run_1/m1.png
Scale bar: 20 um. Supply wires on this layer in gray.
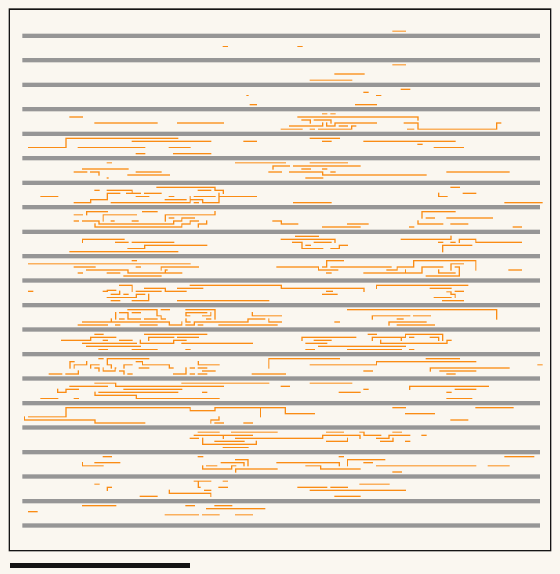
run_1/m2.png
Scale bar: 20 um.
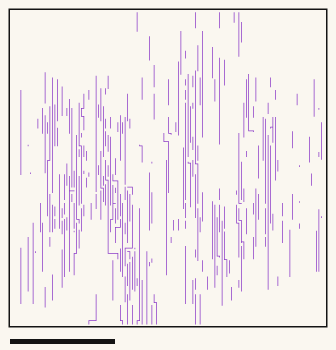
run_1/m3.png
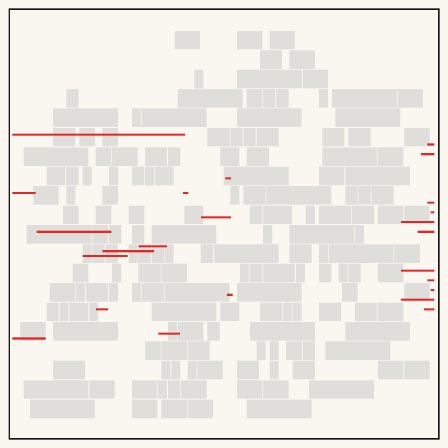
==> config.mk <==
export PLATFORM = sky130hd
export DESIGN_NAME = miss_stall_ctrl
export DESIGN_NICKNAME = d
export VERILOG_FILES = /design/src/rtl/miss_stall_ctrl_pkg.sv /design/src/rtl/miss_stall_ctrl.sv
export SDC_FILE = /design/constraint.sdc
export NUM_CORES = 1
export LEC_CHECK = 0
export CELL_PAD_IN_SITES_DETAIL_PLACEMENT = 0
export CELL_PAD_IN_SITES_GLOBAL_PLACEMENT = 1
export CORE_MARGIN = 1
export CORE_UTILIZATION = 40
export DETAILED_ROUTE_END_ITERATION = 10
export PLACE_DENSITY = 0.92
export RECOVER_POWER = 50
export SYNTH_ARGS = -nofsm -noshare
export SYNTH_HDL_FRONTEND = slang
export SYNTH_SLANG_ARGS = --single-unit
==> constraint.sdc <==
create_clock -name clk_i -period 3.85 [get_ports clk_i]
set_clock_uncertainty 0.05 [all_clocks]
set_input_delay 0.77 -clock clk_i [delete_from_list [all_inputs] [get_ports clk_i]]
set_output_delay 0.77 -clock clk_i [all_outputs]
set_load 0.02 [all_outputs]
==> reports/results.txt, run 1 <==
Outcome - complete, no violations
CP Data Arrival Time - 2.47 ns
Worst-Skew Late Latency - 0.33 ns
Design area - 1690 sq um
Diode count - 0
Top cells by area, synth - dfrtp_1, xnor2_1, xor2_1, nor3_1, nand2_1
Maximum clock frequency - 304 MHz
Drt via density - 5.28
Finished Core Util - 0.542
Total power after layout - 826 uW
Rows - 20
Initial antenna violation count - 0
Clock slew at reported path FFs - 0.15 ns
Period utilization - 0.855
Core Region - 3130 sq um
Hold-fix buffers at CTS - 0
Post-Syn Area - 1350 sq um
Top Layout Cells - dfrtp_1, clkdlybuf4s50_1, nand2_1, nor3_1
Routed WL per cell - 13.1 um
Worst Path Required - 3.03 ns
Hold Crit Class - reg2reg
RSZ-0062 raised after global routing - no
R2R Setup Slk - 1.44 ns
Floorplan net count - 144
Lkg Pwr - 0.000724 uW
Final nets - 174
Max FO, Critical Path - 3
Synth Warn # - 0
Post-DP Area - 1670 sq um
Worst-case reg-to-reg path depth - 4
Drt pass-1 iters - 4
Max-cap viol count - 0
Clock Path Buffers - 2
Adder Area Share - 0.0186
Aoi share - 0.0744
Post-route ant nets - 0
Cells after Synth - 135
Post-CTS Setup Bufs - 0
Fillers - 282
CP max-delay cell - dlygate4sd3_1
Area growth, synth to finish - 26.0%
Worst slew pin tran - 1.02 ns
Clock root cell - clkbuf_4
Dominant flop cell - dfrtp_1
Post-synth ARST share - 1.00
-- m1.png (at the start) --
- longest straight run: 17.9 um
- share of all routed wire: 43%
- wire length on this layer: 1,170 um
Total Wirelength: 2730 um
Vias: 1,098
grt met1 use: 0.228

-- m2.png (at the start) --
- main direction: vertical
- nets with wire on the layer: 149
- share of all routed wire: 53%
grt met2 use: 0.313

-- m3.png (at the start) --
- nets with wire on the layer: 21
- wire length on this layer: 87.2 um
- longest straight run: 23.9 um
met3 usage: 0.0260

==> run 1: stage by stage <==
stage	instances	hold slack, ns	setup WS [ns]
after floorplan	135	0.461	1.08
after global placement	204	0.407	0.736
after detailed placement	204	0.408	0.628
after CTS	208	0.432	0.628
after global routing	208	0.451	0.422
final	208	0.423	0.556
==> run 1: per-layer routing <==
layer  track usage  up-vias  part of all wire
met5             0        -                 0
met2         0.313       29              0.53
li1              -      529                 -
met3        0.0260        5             0.032
met1         0.228      535              0.43
met4        0.0498        0            0.0088
==> run 1: power by group <==
group / leakage (uW) / total (uW) / internal, uW / switching [uW]
combinational: 0.000361 / 291 / 135 / 156
sequential: 0.000345 / 412 / 331 / 80.3
clock: 0.0000177 / 124 / 39.0 / 84.7
==> run 1: synth_stat cells, types with 2 or more instances <==
library cell,n
xnor2_1,8
dfrtp_1,27
o311ai_0,2
inv_1,10
a21oi_1,4
nor2b_1,3
nand2b_1,2
a31oi_1,2
clkbuf_1,2
and3_1,2
o21ai_0,3
nor3_1,11
nor2_1,10
ha_1,2
nand3_1,6
xor2_1,7
nand4_1,2
nand2_1,14
==> run 1: layout make-up <==
type,instances,area (sq um),share of cell area
inverters,10,37.5,0.0222
clock inverters,1,5.00,0.00295
well taps,44,55.1,0.0325
multi-input cells,94,608,0.359
flip-flops and latches,27,676,0.399
repair buffers,29,290,0.171
clock buffers,3,22.5,0.0133
==> run 1: worst max-delay path: cells and delay by family <==
kind            cells  cell delay, ns
buf+inv             3            1.13
compound gates      1            0.31
simple gates        2            0.26
==> run 1: cell families after synthesis <==
family | after synthesis
AOI/OAI and AO/OA | 15
xor gates and xnor gates | 15
DFF | 27
adders and majority gates | 2
buffers and inverters | 14
muxes | 1
and+or+nand+nor | 61
## Run 2: what changed since run 1
--- a/config.mk
+++ b/config.mk
@@ -8,10 +8,11 @@
 export CELL_PAD_IN_SITES_DETAIL_PLACEMENT = 0
 export CELL_PAD_IN_SITES_GLOBAL_PLACEMENT = 1
 export CORE_MARGIN = 1
-export CORE_UTILIZATION = 40
+export CORE_UTILIZATION = 34
 export DETAILED_ROUTE_END_ITERATION = 10
-export PLACE_DENSITY = 0.92
+export PLACE_DENSITY = 0.85
 export RECOVER_POWER = 50
+export SLEW_MARGIN = 10
 export SYNTH_ARGS = -nofsm -noshare
 export SYNTH_HDL_FRONTEND = slang
 export SYNTH_SLANG_ARGS = --single-unit
==> constraint.sdc (replaced) <==
create_clock -name clk_i -period 2.8 [get_ports clk_i]
set_clock_uncertainty 0.05 [all_clocks]
set_input_delay 0.56 -clock clk_i [delete_from_list [all_inputs] [get_ports clk_i]]
set_output_delay 0.56 -clock clk_i [all_outputs]
set_load 0.02 [all_outputs]
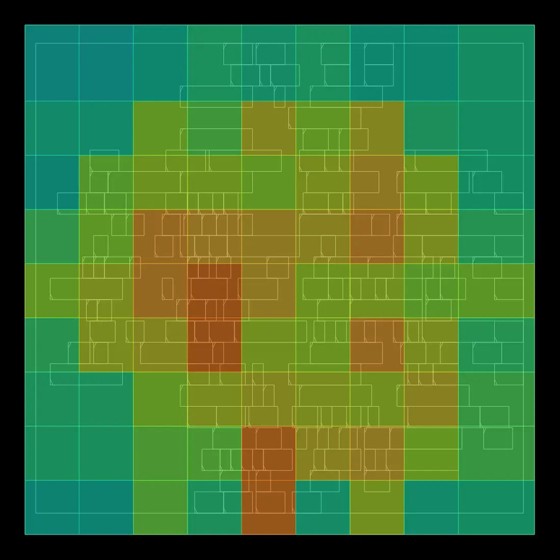
run_2/congestion_map.png
grt met2 use: 0.283
met3 usage: 0.0317

==> reports/results.txt, run 2 <==
Outcome - complete, no violations
RD Place Congestion - 0.802
Worst Path Required - 2.19 ns (-0.84 ns)
Critical path type - in2out
Post-CTS Setup Bufs - 0 (unchanged)
Max reg flops - 16
Grt total ovfl - 0
Core Region - 3720 sq um (+19%)
Crit start category - primary input
Initial antenna violation count - 0 (unchanged)
Fin. Hold Viols - 0
Floorplan net count - 144 (unchanged)
Hold Crit Class - reg2reg
Worst-Skew Late Latency - 0.27 ns (-0.06 ns)
Max FO, Critical Path - 3 (unchanged)
Fraction of layout cells with a size suffix above 1 - 0.0536
CP max-delay cell - clkdlybuf4s50_1
CP Depth - 6 (unchanged)
Die Size - 4210 sq um
Critical path cell sequence - clkdlybuf4s50_1, inv_1, o21ai_1, nor2_1, and2_1, clkdlybuf4s50_1
CTS buffer count - 3
Synth top cells by count - dfrtp_1, nand2_1, nor3_1, inv_1, nor2_1
Finished Core Util - 0.468 (-0.0736)
Top Layout Cells - dfrtp_1, clkdlybuf4s50_1, nand2_1, nor3_1
Max-cap viol count - 0 (unchanged)
First-pass GRT wire length - 4640 um
Routed WL per cell - 12.7 um (-3.5%)
RSZ-0062 raised after global routing - no
Clock Path Buffers - 2 (unchanged)
Cells after Synth - 135 (unchanged)
Delay-heaviest family, CP - buffers and inverters
WHS Path Cells - 1
Worst slew pin tran - 1.43 ns (+0.401 ns)
Drt pass-1 iters - 5 (+1)
Post-route ant nets - 0 (unchanged)
Lkg Pwr - 0.000736 uW (+1.7%)
Pwr/cell area - 690 nW/um^2
Diode count - 0 (unchanged)
Total clock sinks - 27
Clock slew at reported path FFs - 0.09 ns (-0.06 ns)
Design area - 1740 sq um (+2.7%)
Syn_area_per_cell - 9.96 sq um
Initial DRC Count - 38
Peak VDD IR - 0.000243 V
Vias in the first global route - 1,105
Most frequent CP cell - clkdlybuf4s50_1
Post-Syn Area - 1350 sq um (unchanged)
Rows - 22 (+10%)
Synth Warn # - 0 (unchanged)
Drt via density - 5.13 (-2.8%)
CP max stage delay - 0.53 ns
Final nets - 178 (+2.3%)
Area growth, synth to finish - 29.3%
Yosys top cell by instances - dfrtp_1
Maximum clock frequency - 373 MHz
Top cells by area, synth - dfrtp_1, xnor2_1, xor2_1, nor3_1, nand2_1
Dominant flop cell - dfrtp_1
Post-synth ARST share - 1.00 (unchanged)
Max-Slew Margin vs Limit - 0.0499
CP Data Arrival Time - 2.07 ns (-0.40 ns)
Period utilization - 0.958
Post-DP Area - 1700 sq um (+2.1%)
Tool warnings - 26
Total Routing Usage GR - 0.143
Final tally of max-slew violations - 0
Ports - 30
Clock root cell - clkbuf_8
Worst Path Buf+Inv - 3 (unchanged)
R2R Setup Slk - 0.59 ns (-0.85 ns)
Die width - 64.9 um
Worst-case reg-to-reg path depth - 4 (unchanged)
CTS tree - built
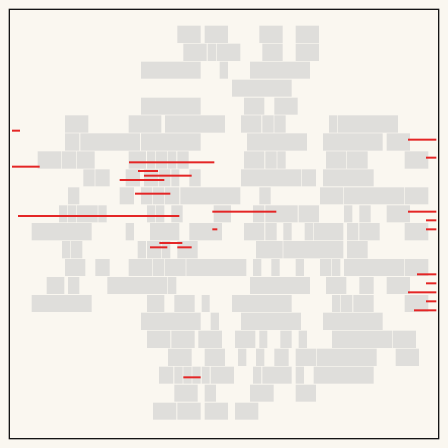
run_2/m3.png
- share of all routed wire: 3.9%
- wire length on this layer: 106 um
- main direction: horizontal
- longest straight run: 24.1 um
- nets with wire on the layer: 21
Vias: 1,108
Total Wirelength: 2730 um

## run 2: cell counts after synthesis
No cell type changed its count.
## run 2: power by group
part           leakage (uW)  total [uW]  switching, uW  internal, uW
combinational      0.000369         431            234           197
clock             0.0000217         223            122           101
sequential         0.000345         546           89.7           456
## run 2: cell families after synthesis
group	count (synthesis)	synth area share
XOR/XNOR	15	0.0977
buffers and inverters	14	0.0456
multiplexers	1	0.00744
flip-flops	27	0.502
adder cells (fa/ha/maj)	2	0.0186
AND/OR/NAND/NOR	61	0.254
AND-OR/OR-AND	15	0.0744
## run 2: area by class of cell
| cell class | instances | area (sq um) |
|---|---|---|
| multi-input combinational | 94 | 608 |
| clock inverter | 1 | 7.51 |
| inverter | 10 | 37.5 |
| timing repair buffer | 33 | 309 |
| sequential | 27 | 676 |
| clock buffer | 3 | 41.3 |
| fill | 371 | 1980 |
| tap | 48 | 60.1 |
## run 2: worst register-to-register path, delay by kind of cell (launching register included)
kind	cells	cell delay (ns)
flip-flops	1	0.52
XOR/XNOR	1	0.17
AND/OR/NAND/NOR	3	1.40
## run 2: metal layers
layer | share of wire | vias up | wire [um] | global-route usage
met5 | 0 | - | 0 | 0
met1 | 0.41 | 541 | 1120 | 0.148
met2 | 0.54 | 32 | 1490 | 0.283
met3 | 0.039 | 5 | 106 | 0.0317
li1 | - | 530 | - | -
met4 | 0.0084 | 0 | 23 | 0.0333
## run 2: metrics by stage
stage	instances	setup slack, ns	total power (uW)	hold slack (ns)
floorplan	135	0.454	793	0.461
finish	216	0.119	1200	0.419
detailed placement	212	0.0116	990	0.408
global placement	212	0.0959	973	0.407
global route	216	0.0180	1280	0.437
CTS	216	0.0124	1220	0.425
## run 2: timing repair
| action | in CTS | in global routing |
|---|---|---|
| hold buffers | 0 | 0 |
| resized | 0 | 1 |
| setup endpoints to repair | 0 | 1 |
Power is estimated from default activity; no workload was simulated.
